$ cat config.mk
export PLATFORM = sky130hd
export DESIGN_NAME = rtype_seq_ctrl
export DESIGN_NICKNAME = d
export VERILOG_FILES = /design/src/rtl/rtype_seq_ctrl.sv
export SDC_FILE = /design/constraint.sdc
export NUM_CORES = 1
export LEC_CHECK = 0
export CORE_MARGIN = 5
export CORE_UTILIZATION = 45
export CTS_CLUSTER_SIZE = 28
export DETAILED_ROUTE_END_ITERATION = 10
export PLACE_DENSITY = 0.88
export SETUP_SLACK_MARGIN = 0.05
export SLEW_MARGIN = 20
export SYNTH_ARGS = -nofsm -noshare
export SYNTH_HDL_FRONTEND = slang
export SYNTH_SLANG_ARGS = --single-unit
$ cat constraint.sdc
create_clock -name clk -period 2.1 [get_ports clk]
set_input_delay 0.21 -clock clk [delete_from_list [all_inputs] [get_ports clk]]
set_output_delay 0.21 -clock clk [all_outputs]
set_load 0.02 [all_outputs]
$ cat src/rtl/rtype_seq_ctrl.sv
// rtl/rtype_seq_ctrl.sv - 4-cycle fetch/decode/exec/writeback sequencer for MIPS R-type instructions
// Optional feature macro: RTYPE_OF_TRAP_EN (add/sub overflow traps to ERROR instead of writing back)
module rtype_seq_ctrl #(
    parameter int PC_W = 6
) (
    input  logic            clk,
    input  logic            rst,
    input  logic            start,
    input  logic [31:0]     inst_data,
    input  logic            ZF,
    input  logic            OF,
    output logic [PC_W-1:0] inst_addr,
    output logic [4:0]      R_Addr_A,
    output logic [4:0]      R_Addr_B,
    output logic [4:0]      W_Addr,
    output logic [3:0]      ALU_OP,
    output logic            Write_Reg,
    output logic            write_F,
    output logic            busy,
    output logic            done,
    output logic            err,
    output logic            flag_Z,
    output logic            flag_O,
    output logic [15:0]     retired
);

    typedef enum logic [2:0] {
        S_IDLE, S_FETCH, S_DECODE, S_EXEC, S_WB, S_HALT, S_ERROR
    } state_t;

    state_t          state;
    logic [PC_W-1:0] pc;
    logic [4:0]      ir_rs;
    logic [4:0]      ir_rt;
    logic [4:0]      ir_rd;
    logic [3:0]      alu_op;
    logic [4:0]      dec;
    logic            unused_shamt;

    // {supported, alu_op} for the funct field of the word currently on the ROM bus
    function automatic logic [4:0] decode_funct(input logic [5:0] funct);
        case (funct)
            6'b100100: return 5'b1_0000;
            6'b100101: return 5'b1_0001;
            6'b100110: return 5'b1_0010;
            6'b100111: return 5'b1_0011;
            6'b100000: return 5'b1_0100;
            6'b100010: return 5'b1_0101;
            6'b101010: return 5'b1_0110;
            6'b000100: return 5'b1_0111;
            default:   return 5'b0_0000;
        endcase
    endfunction

    assign dec          = decode_funct(inst_data[5:0]);
    assign unused_shamt = ^inst_data[10:6];

    always_ff @(posedge clk or negedge rst) begin
        if (!rst) begin
            state   <= S_IDLE;
            pc      <= '0;
            ir_rs   <= '0;
            ir_rt   <= '0;
            ir_rd   <= '0;
            alu_op  <= '0;
            flag_Z  <= 1'b0;
            flag_O  <= 1'b0;
            retired <= '0;
        end else begin
            case (state)
                S_IDLE, S_HALT, S_ERROR: begin
                    if (start) begin
                        pc      <= '0;
                        flag_Z  <= 1'b0;
                        flag_O  <= 1'b0;
                        retired <= '0;
                        state   <= S_FETCH;
                    end
                end
                S_FETCH: state <= S_DECODE;
                S_DECODE: begin
                    ir_rs  <= inst_data[25:21];
                    ir_rt  <= inst_data[20:16];
                    ir_rd  <= inst_data[15:11];
                    alu_op <= dec[3:0];
                    if (inst_data[31:26] == 6'b111111)
                        state <= S_HALT;
                    else if (inst_data[31:26] == 6'b000000 && dec[4])
                        state <= S_EXEC;
                    else
                        state <= S_ERROR;
                end
                S_EXEC: begin
                    flag_Z <= ZF;
                    flag_O <= OF;
`ifdef RTYPE_OF_TRAP_EN
                    state  <= (OF && (alu_op == 4'b0100 || alu_op == 4'b0101)) ? S_ERROR : S_WB;
`else
                    state  <= S_WB;
`endif
                end
                S_WB: begin
                    pc <= pc + 1'b1;
                    if (retired != 16'hFFFF)
                        retired <= retired + 16'd1;
                    state <= S_FETCH;
                end
                default: state <= S_IDLE;
            endcase
        end
    end

    // Write enable is a pure decode of the WB state, so an async reset kills it at once
    assign Write_Reg = (state == S_WB) && (ir_rd != 5'd0);
    assign write_F   = 1'b1;
    assign inst_addr = pc;
    assign R_Addr_A  = ir_rs;
    assign R_Addr_B  = ir_rt;
    assign W_Addr    = ir_rd;
    assign ALU_OP    = alu_op;
    assign busy      = (state == S_FETCH) || (state == S_DECODE) || (state == S_EXEC) || (state == S_WB);
    assign done      = (state == S_HALT);
    assign err       = (state == S_ERROR);

endmodule
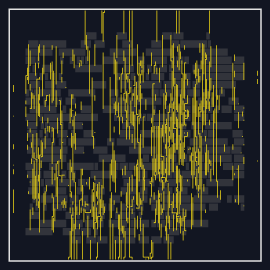
**Above:** run 1 (signal wires on met2).
(3 px per um) Cells faint in the background.
- main direction: vertical
- longest straight run: 45.2 um
- share of all routed wire: 49%
DR vias: 2,300
M2 GR Usage: 0.301
Total Wirelength: 6150 um

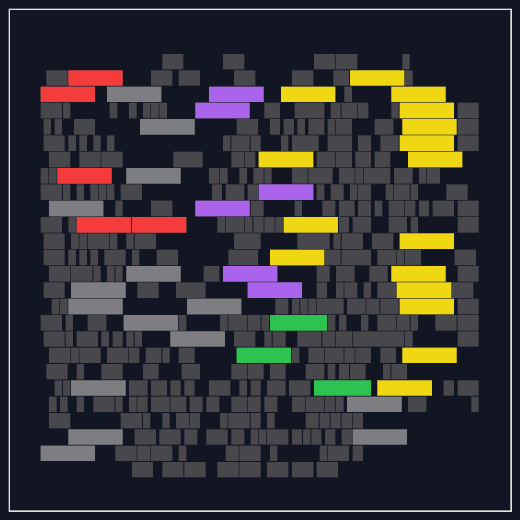
**Above:** run 1 (sequential cells grouped by signal name).
(6 px per um) Other sequential cells in the stronger grey, the rest of the logic in the fainter grey.
- red: R_Addr_A (placed flops 5)
- yellow: retired (placed flops 16)
- purple: inst_addr (placed flops 6)
- green: state (placed flops 3)

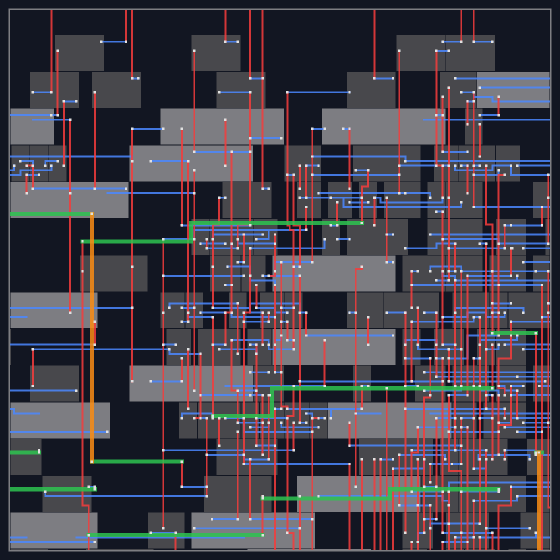
**Above:** run 1 (layout detail).
Window x 22 to 62, y 38 to 78 um. Cells in grey, sequential cells in the stronger grey; small squares are vias.
- green: met3
- red: met2
- orange: met4
- blue: met1
- netlist names of flops here include: inst_addr (5), retired (5), R_Addr_B (2)
- sequential cells in the window: 14
- most frequent: dfrtp_1 (14), nand2_1 (13), clkdlybuf4s50_1 (12)
- cells with their middle in the window: 97

[run 1: synth_stat cells (all sizes together) (3+ instances only)]
cell type | instances | area, um2
inv | 3 | 11.3
nor2 | 25 | 96.4
a22o | 4 | 35.0
dfrtp | 45 | 1130
nand3 | 5 | 25.0
nor3 | 7 | 35.0
or4 | 3 | 22.5
and3 | 3 | 18.8
buf | 7 | 48.8
xor2 | 7 | 61.3
xnor2 | 4 | 35.0
a21oi | 8 | 40.0
o211ai | 7 | 57.6
o21ai | 17 | 88.8
nand4 | 7 | 43.8
nand2 | 72 | 270
clkbuf | 7 | 26.3
and4 | 4 | 37.5
nand2b | 5 | 31.3
==> out/metrics.yaml, run 1 <==
run_status:
  status: "finished clean"
logic_synthesis:
  synth_top_flop_cell: "dfrtp_1"
  logic_family: "simple AND/OR/NAND/NOR gates"
  ys_sh_adder: 0.0103
  yosysChipArea_um2: 2420
  synthArstFlopShare: 1.00
  yosys_cells: 277
  simple_gate_share: 0.292
  synth_cells: 277
  compound_area_frac: 0.147
  edf_count: 0
  yosysWarnings: 0
  ys.flops: 45
  syn-cell-area_um2: 2420
  ys_sh_xor: 0.0397
setup_path:
  start_kind: "register"
  path_class: "reg2out"
  r2r_start: "retired[1]$_DFFE_PN0P_"
  slowest_stage: "clkdlybuf4s50_1"
  reg2reg_slack_ns: 0.18
  path_delay_family: "buffers and inverters"
  slowest_delay_ns: 0.64
  path_cells: "nor2_1 -> xnor2_1 -> clkdlybuf4s50_1"
  crit_end: "busy"
  r2r_end: "retired[5]$_DFFE_PN0P_"
  end_kind: "primary output"
  reg2regPathDepth: 6
clocking:
  cts_resized: 3
  hold_buffers: 1
  clkLatencyLatePin_ns: 0.29
  cts-root-buf: "clkbuf_8"
  cts.clk_slew.worst_paths_ns: 0.08
floorplanning:
  tap_cells: 70
  row_count: 26
  fp.dieW_um: 83.4
  ios: 85
global_routing:
  track_usage: 0.178
  grt_pass1_vias: 2297
  use_met1: 0.206
  grt_max_degree: 30
  grt_pass1_wl_um: 10300
routing:
  drcViolationCount: 0
  met2_wirelength_um: 2990
  post_drt_wl_per_cell_um: 14.2
  met3_length_um: 558
  drt-met1-wl_um: 2560
  route.antenna.remaining_nets: 0
final_layout:
  lay_top_cells: "clkdlybuf4s50_1 (74), nand2_1 (72), dfrtp_1 (43)"
  nClkBuffers: 8
  clock_cell_area_share: 0.0236
  antenna_cells: 0
  seqCellArea_um2: 1130
  comb_cells: 215
  comb_area_um2: 1210
  largest_reg_flops: 16
  seq_share: 0.333
  nNetsFinal: 400
  layout.nonclk_buf_frac: 0.257
  fillCellCount: 439
  buffers: 91
  layout_top_cell: "clkdlybuf4s50_1"
  ff_count: 45
  largest_register: "retired"
pwr:
  vdd_drop_max_mv: 0.679
  p_leak_uw: 0.00148
  powerDensity_nw_per_um2: 1130
  swShare: 0.416
  comb_power_share: 0.517
  p_clk_uw: 514
  p_seq_frac: 0.349
  combinationalPower_uw: 1990
  total_power_uw: 3840
  p_clk_frac: 0.134
  p_sw_uw: 1600
  p_int_uw: 2240
placed_design:
  portBuffers: 77
  place_inst: 423
sta:
  rsz0062_at_grt: "no"
  fin_ws_ns: 0.142
  hold_slack_ns: 0.354
  finalCritPeriodShare: 0.932
  fin_crit_ns: 1.96
  fin_tns_setup_ns: 0
run:
  warnings: 31
  maxCapViolations: 0
**Run 1: routing congestion map**

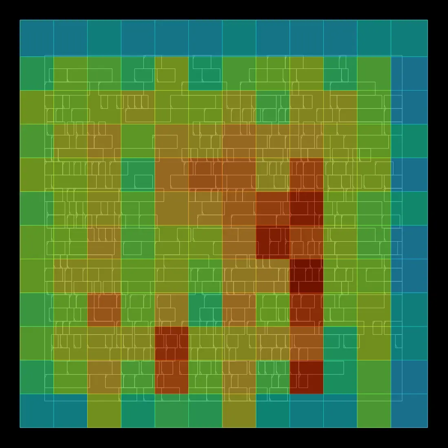

==> run 2: changes to the inputs <==
--- a/config.mk
+++ b/config.mk
@@ -5,11 +5,12 @@
 export SDC_FILE = /design/constraint.sdc
 export NUM_CORES = 1
 export LEC_CHECK = 0
-export CORE_MARGIN = 5
+export CORE_MARGIN = 3
 export CORE_UTILIZATION = 45
 export CTS_CLUSTER_SIZE = 28
 export DETAILED_ROUTE_END_ITERATION = 10
 export PLACE_DENSITY = 0.88
+export REMOVE_ABC_BUFFERS = 1
 export SETUP_SLACK_MARGIN = 0.05
 export SLEW_MARGIN = 20
 export SYNTH_ARGS = -nofsm -noshare
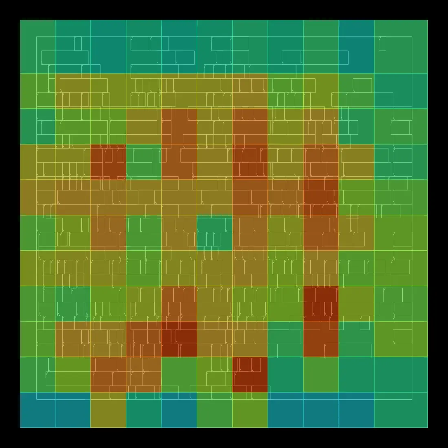
**Above:** run 2 (routing congestion map).
global-route usage over all layers: 0.206
WL/cell: 14.1 um
grt met1 use: 0.251

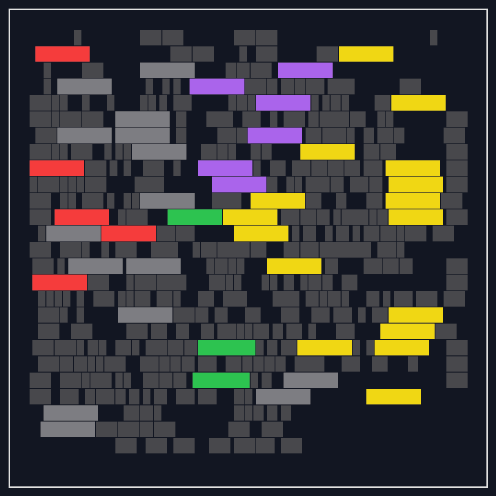
**Above:** run 2 (sequential cells grouped by signal name).
(6 px per um) Other sequential cells in the stronger grey, the rest of the logic in the fainter grey.
- purple: inst_addr (placed flops 6; where north)
- yellow: retired (placed flops 16)
- green: state (placed flops 3)
- red: R_Addr_A (placed flops 5; where west)

==> run 2 against run 1 <==
Net effect:
- wire length about the same
- combinational power about the same
- die size is 9.4% lower
- synthesized cell count unchanged
- sequential power about the same
- clock-buffer cell count is 3 lower
- sequential cell count stayed put
- worst hold slack improved by 0.063 ns
- register-to-register slack improved by 0.02 ns
- final area grew 1.5%
==> out/metrics.yaml, run 2 <==
sta:
  finalCritPeriodShare: 0.903  # -0.0296
  fin_crit_ns: 1.90  # -0.0621 ns
  fin_ws_ns: 0.204  # +0.0621 ns
  fin_tns_setup_ns: 0  # unchanged
final_layout:
  clock_cell_area_share: 0.0262  # +0.00256
  lay_top_cells: "clkdlybuf4s50_1 (73), nand2_1 (72), dfrtp_1 (43)"
  comb_cells: 215  # unchanged
  nNetsFinal: 405  # +1.3%
  layout_top_cell: "clkdlybuf4s50_1"
  largest_reg_flops: 16  # unchanged
  antenna_cells: 0  # unchanged
  ff_count: 45  # unchanged
  seqCellArea_um2: 1130  # unchanged
  seq_share: 0.328  # -0.00483
  comb_area_um2: 1210  # unchanged
  buffers: 96  # +5.5%
  fillCellCount: 415  # -5.5%
  nClkBuffers: 5  # -3
  layout.nonclk_buf_frac: 0.265  # +0.00790
logic_synthesis:
  edf_count: 0  # unchanged
  top_cells_by_area: "dfrtp_1 (46%), nand2_1 (11%), nor2_1 (3.7%)"
  synth_top_flop_cell: "dfrtp_1"
  yosysWarnings: 0  # unchanged
  synth_cells: 277  # unchanged
  yosys_cells: 277  # unchanged
  simple_gate_share: 0.292  # unchanged
  syn-cell-area_um2: 2420  # unchanged
  ys_sh_adder: 0.0103  # unchanged
  synthArstFlopShare: 1.00  # unchanged
  top_cell_area_share: 0.464  # unchanged
  largest_area_cell: "dfrtp_1"
  top_cell: "nand2_1"
  ys_sh_xor: 0.0397  # unchanged
  compound_area_frac: 0.147  # unchanged
  logic_family: "simple AND/OR/NAND/NOR gates"
  ys.flops: 45  # unchanged
pwr:
  total_power_uw: 3880  # +1.1%
  vdd_drop_max_mv: 0.732  # +7.8%
  powerDensity_nw_per_um2: 1130  # -0.41%
routing:
  drcViolationCount: 0  # unchanged
  totalWireLength_um: 6160  # about the same
  drt-met1-wl_um: 2640  # +2.8%
  met2_wirelength_um: 2950  # -1.3%
  vias: 2329  # +1.3%
  met3_length_um: 514  # -7.9%
floorplanning:
  ios: 85  # unchanged
  coreArea_um2: 5170
  row_count: 26  # unchanged
  fp.dieW_um: 79.4  # -4.8%
  tap_cells: 70  # unchanged
clocking:
  clkLatencyLatePin_ns: 0.31  # +0.02 ns
  cts-root-buf: "clkbuf_8"
  cts_max_level: 2
  cts.clk_slew.worst_paths_ns: 0.09  # about the same
  cts_resized: 4  # +1
placed_design:
  portBuffers: 77  # unchanged
setup_path:
  path_delay_family: "simple AND/OR/NAND/NOR gates"
  path_class: "reg2reg"
  r2r_end: "retired[9]$_DFFE_PN0P_"
  start_kind: "register"
  reg2reg_slack_ns: 0.20  # +0.02 ns
  r2r_start: "retired[0]$_DFFE_PN0P_"
  end_kind: "register"
  slowest_stage: "or3b_4"
  slowest_delay_ns: 0.44  # -0.20 ns
  path_cells: "ha_1 -> and4_4 -> or3b_4 -> o211ai_2 -> buf_4 -> o21ai_0 -> a21oi_1"
global_routing:
  grt_max_degree: 27  # -10%
  grt_pass1_wl_um: 10200  # -1.5%
  grt_pass1_vias: 2211  # -3.7%
run:
  warnings: 30  # -3.2%
run_status:
  status: "finished clean"
[run 2: cell types whose count changed in the layout (fill, tap and decap cells not counted)]
cell / change
buf_4: +5
clkbuf_1: -3
clkdlybuf4s50_1: -1
clkinv_2: +1
clkinvlp_4: +1
dlymetal6s2s_1: +1
inv_6: +1
[run 2: stage by stage]
stage | std cells | hold WS, ns | util
6_report | 437 | 0.416 | 0.666
3_3_place_gp | 428 | 0.237 | 0.645
3_5_place_dp | 428 | 0.244 | 0.645
2_1_floorplan | 263 | -0.0856 | -
5_1_grt | 437 | 0.416 | 0.666
4_1_cts | 437 | 0.412 | 0.665
[run 2: power by group]
part | internal [uW] | switching, uW
clock network | 236 | 323
registers | 1110 | 222
logic | 901 | 1090
No activity file was given, so power comes from the tool's default toggle rates.
